### src/rtl/sprite_frame_decoder.sv
`timescale 1ns/1ps
// sprite_frame_decoder
// ---------------------------------------------------------------------------
// Consumer end of the 4-bit sprite motion code. Samples `motion` once per
// frame tick, rate-limits same-direction animation to one commit per
// HOLD_FRAMES ticks, advances and clamps the horizontal position, and drives
// the sprite-ROM base address plus facing/mirror controls to the renderer.
//
// Build option: define SPRITE_MIRROR_EN when the ROM holds only the four
// right-facing frames; the renderer then mirrors left-facing frames.
// Without it the ROM holds eight frames (right bank, then left bank) and
// mirror stays 0.
//
// Ports
//   Clk         in   1       system clock
//   Reset       in   1       asynchronous active-high reset
//   frame_tick  in   1       one-cycle pulse per vsync
//   motion      in   4       {right, left, frame_idx[1:0]}
//   sprite_x    out  10      sprite left edge in pixels
//   frame_idx   out  2       displayed animation frame
//   facing      out  1       0 = right, 1 = left
//   mirror      out  1       renderer flips horizontally
//   rom_base    out  ADDR_W  first ROM word of the displayed frame
//   frame_valid out  1       one-cycle pulse on every commit
// ---------------------------------------------------------------------------
module sprite_frame_decoder #(
    parameter int HOLD_FRAMES = 4,
    parameter int STEP        = 2,
    parameter int X_INIT      = 320,
    parameter int X_MIN       = 0,
    parameter int X_MAX       = 623,
    parameter int FRAME_WORDS = 256,
    parameter int ADDR_W      = 12
) (
    input  logic              Clk,
    input  logic              Reset,
    input  logic              frame_tick,
    input  logic [3:0]        motion,
    output logic [9:0]        sprite_x,
    output logic [1:0]        frame_idx,
    output logic              facing,
    output logic              mirror,
    output logic [ADDR_W-1:0] rom_base,
    output logic              frame_valid
);

    localparam logic [3:0] HOLD_MAX = 4'(HOLD_FRAMES - 1);

    typedef enum logic [1:0] {IDLE, DECODE, COMMIT} state_t;

    state_t            state_q, state_d;
    logic [3:0]        m_q, m_d;
    logic [3:0]        hold_cnt_q, hold_cnt_d;
    logic              hold_ok_q, hold_ok_d;
    logic [9:0]        x_q, x_d;
    logic [1:0]        idx_q, idx_d;
    logic              face_q, face_d;
    logic [ADDR_W-1:0] rom_q, rom_d;
    logic              fv_q, fv_d;

    logic              dir_valid;
    logic              dir_left;
    logic [2:0]        rom_sel;

    // Clamped horizontal step, evaluated 11 bits wide so neither edge wraps.
    function automatic logic [9:0] step_x(input logic [9:0] x, input logic left);
        logic [10:0] xe;
        logic [10:0] r;
        xe = {1'b0, x};
        if (left) begin
            if (xe < 11'(STEP) + 11'(X_MIN)) r = 11'(X_MIN);
            else                             r = xe - 11'(STEP);
        end else begin
            r = xe + 11'(STEP);
            if (r > 11'(X_MAX)) r = 11'(X_MAX);
        end
        return 10'(r);
    endfunction

    function automatic logic [ADDR_W-1:0] rom_word(input logic [2:0] sel);
        logic [31:0] w;
        w = 32'(sel) * 32'(FRAME_WORDS);
        return ADDR_W'(w);
    endfunction

    assign dir_valid = m_q[3] ^ m_q[2];
    assign dir_left  = m_q[2];

`ifdef SPRITE_MIRROR_EN
    assign rom_sel = {1'b0, m_q[1:0]};
    assign mirror  = face_q;
`else
    assign rom_sel = {dir_left, m_q[1:0]};
    assign mirror  = 1'b0;
`endif

    always_comb begin
        state_d    = state_q;
        m_d        = m_q;
        hold_cnt_d = hold_cnt_q;
        hold_ok_d  = hold_ok_q;
        x_d        = x_q;
        idx_d      = idx_q;
        face_d     = face_q;
        rom_d      = rom_q;
        fv_d       = 1'b0;

        case (state_q)
            IDLE: begin
                if (frame_tick) begin
                    m_d       = motion;
                    // The hold decision counts only ticks that elapsed
                    // before this one, so a fresh run commits on tick
                    // HOLD_FRAMES.
                    hold_ok_d = (hold_cnt_q == HOLD_MAX);
                    if (hold_cnt_q != HOLD_MAX) hold_cnt_d = hold_cnt_q + 4'd1;
                    state_d   = DECODE;
                end
            end
            DECODE: begin
                state_d = IDLE;
                // Commit results are loaded on the edge entering COMMIT so
                // they appear two cycles after the tick.
                if (dir_valid &&
                    ((dir_left != face_q) || ((m_q[1:0] != idx_q) && hold_ok_q))) begin
                    if (dir_left == face_q) x_d = step_x(x_q, dir_left);
                    face_d     = dir_left;
                    idx_d      = m_q[1:0];
                    rom_d      = rom_word(rom_sel);
                    fv_d       = 1'b1;
                    hold_cnt_d = 4'd0;
                    state_d    = COMMIT;
                end
            end
            COMMIT: state_d = IDLE;
            default: state_d = IDLE;
        endcase
    end

    always_ff @(posedge Clk or posedge Reset) begin
        if (Reset) begin
            state_q    <= IDLE;
            m_q        <= 4'b1000;
            hold_cnt_q <= 4'd0;
            hold_ok_q  <= 1'b0;
            x_q        <= 10'(X_INIT);
            idx_q      <= 2'd0;
            face_q     <= 1'b0;
            rom_q      <= '0;
            fv_q       <= 1'b0;
        end else begin
            state_q    <= state_d;
            m_q        <= m_d;
            hold_cnt_q <= hold_cnt_d;
            hold_ok_q  <= hold_ok_d;
            x_q        <= x_d;
            idx_q      <= idx_d;
            face_q     <= face_d;
            rom_q      <= rom_d;
            fv_q       <= fv_d;
        end
    end

    assign sprite_x    = x_q;
    assign frame_idx   = idx_q;
    assign facing      = face_q;
    assign rom_base    = rom_q;
    assign frame_valid = fv_q;

endmodule

### config.mk
export PLATFORM = sky130hd
export DESIGN_NAME = sprite_frame_decoder
export DESIGN_NICKNAME = d
export VERILOG_FILES = /design/src/rtl/sprite_frame_decoder.sv
export SDC_FILE = /design/constraint.sdc
export NUM_CORES = 1
export LEC_CHECK = 0
export ABC_AREA = 1
export CORE_ASPECT_RATIO = 1.1
export CORE_MARGIN = 4
export CORE_UTILIZATION = 55
export CTS_CLUSTER_DIAMETER = 40
export DETAILED_ROUTE_END_ITERATION = 8
export PLACE_DENSITY_LB_ADDON = 0.08
export SYNTH_ARGS = -nofsm -noshare
export SYNTH_HDL_FRONTEND = slang
export SYNTH_SLANG_ARGS = --single-unit
### constraint.sdc
create_clock -name Clk -period 4.25 [get_ports Clk]
set_clock_uncertainty 0.15 [all_clocks]
set_input_delay 0.6375 -clock Clk [delete_from_list [all_inputs] [get_ports Clk]]
set_output_delay 0.6375 -clock Clk [all_outputs]
set_load 0.02 [all_outputs]
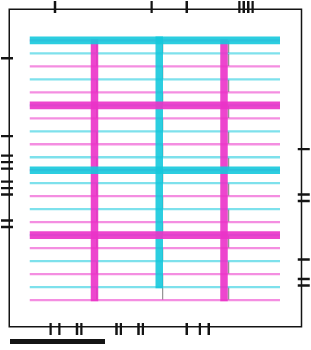
run_1/pdn.png
Bar = 20 um. Pins as bars on the die edge. Tap cells in grey.
Magenta stands for VSS. Cyan stands for VDD.
21 met1 rails follow the rows. 4 straps on met5. 3 straps on met4. 34 signal pins sit on the boundary. The core has 20 rows.

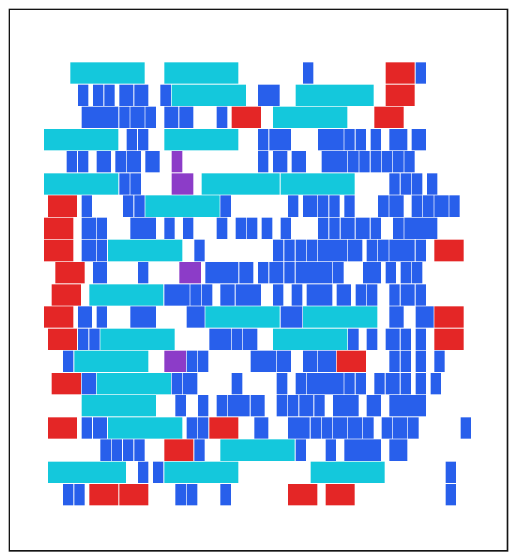
run_1/cell_classes.png
Red stands for other buffers and delay cells, cells 23. Blue stands for all other logic, cells 207. Cyan stands for flip-flops, cells 25. Purple stands for clock drivers and dummy loads, cells 4.

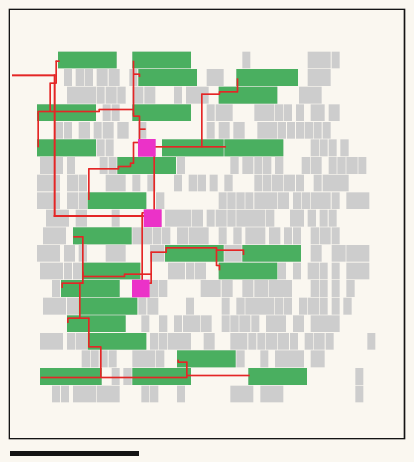
run_1/clock_map.png
Bar = 20 um.
Magenta stands for cells driving clock nets, count 3. Red stands for clock wires, length 266 um. Green stands for flip-flops, count 25.
There are 4 routed clock nets.
clock power share: 6.8%
P_clk: 0.101 mW
worst skew pair latency: 0.31 ns

==> run summary, run 1 <==
Global-route wire length before repair: 6.09 mm
Netlist cell types: 27
Fillcell total: 258
Initial antenna violation count: 0
Gr busiest metal: met2
Met3 usage: 2.54%
Top Consumer: combinational logic
Post-cts hold-fix buffer tally: 0
CLK BUF: 4
Crit path max-delay family: flip-flops
Num rows: 20
CP startpoint kind: flip-flop
Max-slew violation count: 0
Internal power: 0.746 mW
Slowest-stage cell, CP: dfstp_2
Asr flop ratio synth: 100%
FP Util: 59.4%
RSZ-0062 raised after global routing: false
CP arrival: 1.56 ns
Number of logic gates: 175
Non-clk bufs: 23
WL met3: 157 um
Die area: 4030 um^2
Seq pwr: 0.484 mW
Buffering overhead: 12.1%
Tightest Hold Check Type: reg -> reg
Leakage Power: 0.954 nW
Fraction of layout cells with a size suffix above 1: 6.18%
Complex Gates by Area: 10.6%
Via count: 1,463
Synthesis area per yosys: 1690 um^2
OpenROAD warning count: 28
Vias per cell: 5.01
Tot Pwr: 1.49 mW
Cells after Synth: 239
Seq/total area: 33.0%
Pre-CTS WS: 2.12 ns
Met2 WL: 1.63 mm
Critical path launch point: sprite_x[8]
Setup Buffers After CTS: 0
FF-to-FF Start: m_q[2]
WP buf/inv: 1
Post-DP Area: 1880 um^2
Registers: 25
Total CTS buffers: 3
Clock sink total: 25
# nets final: 271
Yosys reg bits: 25
Worst Hold Path EP: m_q[3]
Pin count of the biggest net entering global routing: 26
Dominant logic cell type in the layout: nand2_1
First drt pass iteration count: 4
Syn Area/Cell: 7.09 um^2
Core box area: 2850 um^2
Critical path type: reg -> out
Comb area share: 45.2%
VDD IR max: 0.498 mV
Highest routed layer: met4
Switch Pwr: 0.749 mW
Top logic family: simple AND/OR/NAND/NOR gates
Setup crit end kind: output port
Area fraction in mux cells: 0%
Metal1 wirelength: 1.54 mm
Hold Startpoint: m_q[3]
CTS tree: built
Setup TNS: 0 ns
Synth warn: 0
Port bufs: 23
GR Overflow Total: 0
R2r worst-path depth: 8
Top cells by area: dfrtp_1 32%, nand2_1 14%, nor2_1 7.1%
Tapcells: 33
R2R setup slack: 2.19 ns
Grt met2 use: 32.1%
XOR/XNOR Fraction of Synth Area: 4.65%
Design Area, Final: 1910 um^2
Final Core Density: 66.9%
# Max-Cap Violations: 0
Number of flip-flops in the largest register: 10
Critical Path Max Stage Delay: 0.63 ns
Gr usage total: 19.6%
Final setup margin: 1.91 ns
Met1 Usage GRT: 26.6%
DRT antenna net count: 0
End point of the critical path: sprite_x[8]
Outcome: completed
Maximum clock insertion buffer count: 2
Netlist Area Pre-Place: 1690 um^2
Post-synth top area cell: dfrtp_1
WHS: 0.343 ns
Yosys stat cell total: 239
run_1/metal_stack.png
Bar = 20 um. Two of the layers only.
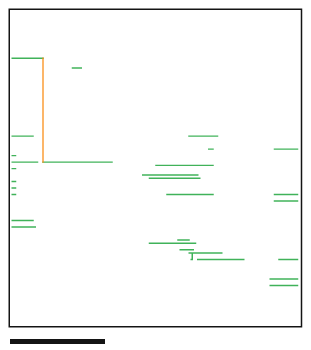

==> run 2: changes to the inputs <==
Settings changed: CORE_UTILIZATION 55 to 46.
Clock period 4.25 ns to 2 ns, I/O delays scaled along.
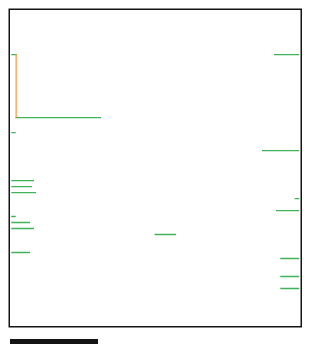
run_2/metal_stack.png
Bar = 20 um. Two of the layers only.
Green stands for met3, wire length 84.7 um. Orange stands for met4, wire length 14.3 um.
gr usage total: 16.2%
Total Wirelength: 3.69 mm

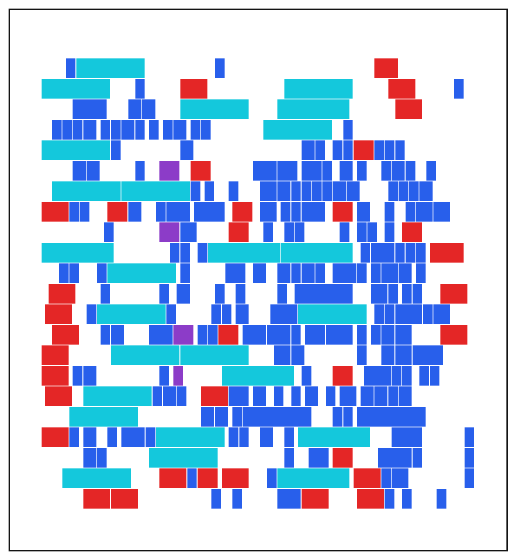
run_2/cell_classes.png
Red stands for other buffers and delay cells, cells 34. Blue stands for all other logic, cells 207. Purple stands for clock drivers and dummy loads, cells 4. Cyan stands for flip-flops, cells 25.
Final Core Density: 60.8%
core box area: 3440 um^2
num rows: 22
Design Area, Final: 2090 um^2

==> run 2 against run 1 <==
Sequential power up 120%. Highest routed layer unchanged. Power up 130%. Routed wire length increased by 10%. Non-clock buffer count grew 11. Register-to-register slack got worse by 2.1 ns. Sequential cell count is the same. Cell count increased by 8.9%. Cell area is 9.5% higher. Sequential share of layout area shrank 2.6 points. Synthesized cell count unchanged. Global-route usage is 3.4 points lower. Count of clock-buffer cells in the layout unchanged.
==> run summary, run 2 <==
CP arrival: 1.44 ns (-0.12 ns)
Switch Pwr: 1.73 mW (+130%)
Tightest Hold Check Type: in -> async
DRT antenna net count: 0 (unchanged)
Syn Area/Cell: 7.09 um^2 (unchanged)
WP buf/inv: 1 (unchanged)
Yosys reg bits: 25 (unchanged)
Clock power share: 6.3% (-0.5 points)
WHS: 0.174 ns (-0.170 ns)
Complex Gates by Area: 10.6% (unchanged)
Grt met2 use: 28.4% (-3.7 points)
Yosys stat cell total: 239 (unchanged)
Synth warn: 0 (unchanged)
Cells after Synth: 239 (unchanged)
XOR/XNOR Fraction of Synth Area: 4.65% (unchanged)
Internal power: 1.74 mW (+130%)
Port bufs: 23 (unchanged)
Comb area share: 44.8% (-0.39 points)
CLK BUF: 4 (unchanged)
FP Util: 49.2% (-10 points)
R2R setup slack: 0.11 ns (-2.08 ns)
Top cell category: multi-input combinational cells
Worst skew pair latency: 0.31 ns (about the same)
Metal1 wirelength: 1.72 mm (+12%)
Critical path launch point: sprite_x[9]
Non-clk bufs: 34 (+48%)
Clock sink total: 25 (unchanged)
Asr flop ratio synth: 100% (unchanged)
Gr busiest metal: met2
Crit path max-delay family: buffers and inverters
Fillcell total: 332 (+29%)
Synthesis area per yosys: 1690 um^2 (unchanged)
WL met3: 84 um (-46%)
Top cells by area: dfrtp_1 32%, nand2_1 14%, nor2_1 7.1%
Seq/total area: 30.3% (-2.6 points)
Slowest-stage cell, CP: clkdlybuf4s50_1
Setup Buffers After CTS: 1 (+1)
Setup crit end kind: output port
Critical Path Max Stage Delay: 0.65 ns (+0.02 ns)
Tot Pwr: 3.46 mW (+130%)
Top logic family: simple AND/OR/NAND/NOR gates
Met1 Usage GRT: 21.3% (-5.3 points)
Registers: 25 (unchanged)
Maximum clock insertion buffer count: 2 (unchanged)
Number of logic gates: 175 (unchanged)
Outcome: completed
Pre-CTS WS: 0.0113 ns (-2.11 ns)
Setup-failing EPs final: 0
# nets final: 282 (+4.1%)
Pin count of the biggest net entering global routing: 26 (unchanged)
Dominant Register Cell: dfrtp_1
Initial antenna violation count: 0 (unchanged)
Number of flip-flops in the largest register: 10 (unchanged)
Post-cts hold-fix buffer tally: 0 (unchanged)
Dominant logic cell type in the layout: nand2_1
End point of the critical path: sprite_x[9]
First drt pass iteration count: 4 (unchanged)
Max-slew violation count: 0 (unchanged)
Met2 WL: 1.87 mm (+14%)
Netlist Area Pre-Place: 1690 um^2 (unchanged)
R2r worst-path depth: 10 (+2)
P_clk: 0.220 mW (+120%)
Via count: 1,510 (+3.2%)
Netlist cell types: 27 (unchanged)
Total CTS buffers: 3 (unchanged)
WL per Instance: 11.6 um
OpenROAD warning count: 28 (unchanged)
# Max-Cap Violations: 0 (unchanged)
Leakage Power: 1.02 nW (+6.6%)
Critical path type: reg -> out
FF-to-FF Start: sprite_x[2]
H-tree levels: 1
Seq pwr: 1.05 mW (+120%)
Top Ports: 34
CP startpoint kind: flip-flop
Global-route wire length before repair: 6.17 mm (+1.4%)
Vias per cell: 4.75 (-5.2%)
Fraction of layout cells with a size suffix above 1: 16.7% (+10 points)
Tmin final: 1.89 ns
Setup TNS: 0 ns (unchanged)
Highest routed layer: met4
Top Consumer: combinational logic
Final setup margin: 0.109 ns (-1.80 ns)
CTS tree: built
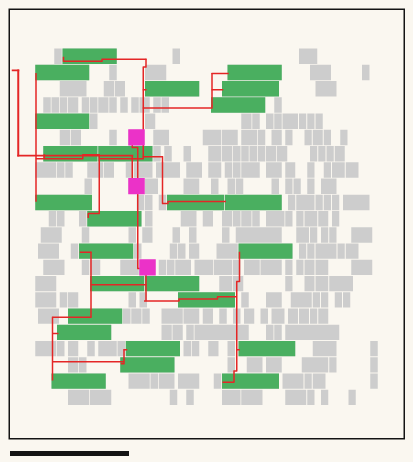
run_2/clock_map.png
Bar = 20 um.
Magenta stands for cells driving clock nets, count 3. Red stands for clock wires, length 293 um. Green stands for flip-flops, count 25.
There are 4 routed clock nets.

Power is estimated from default activity; no workload was simulated.
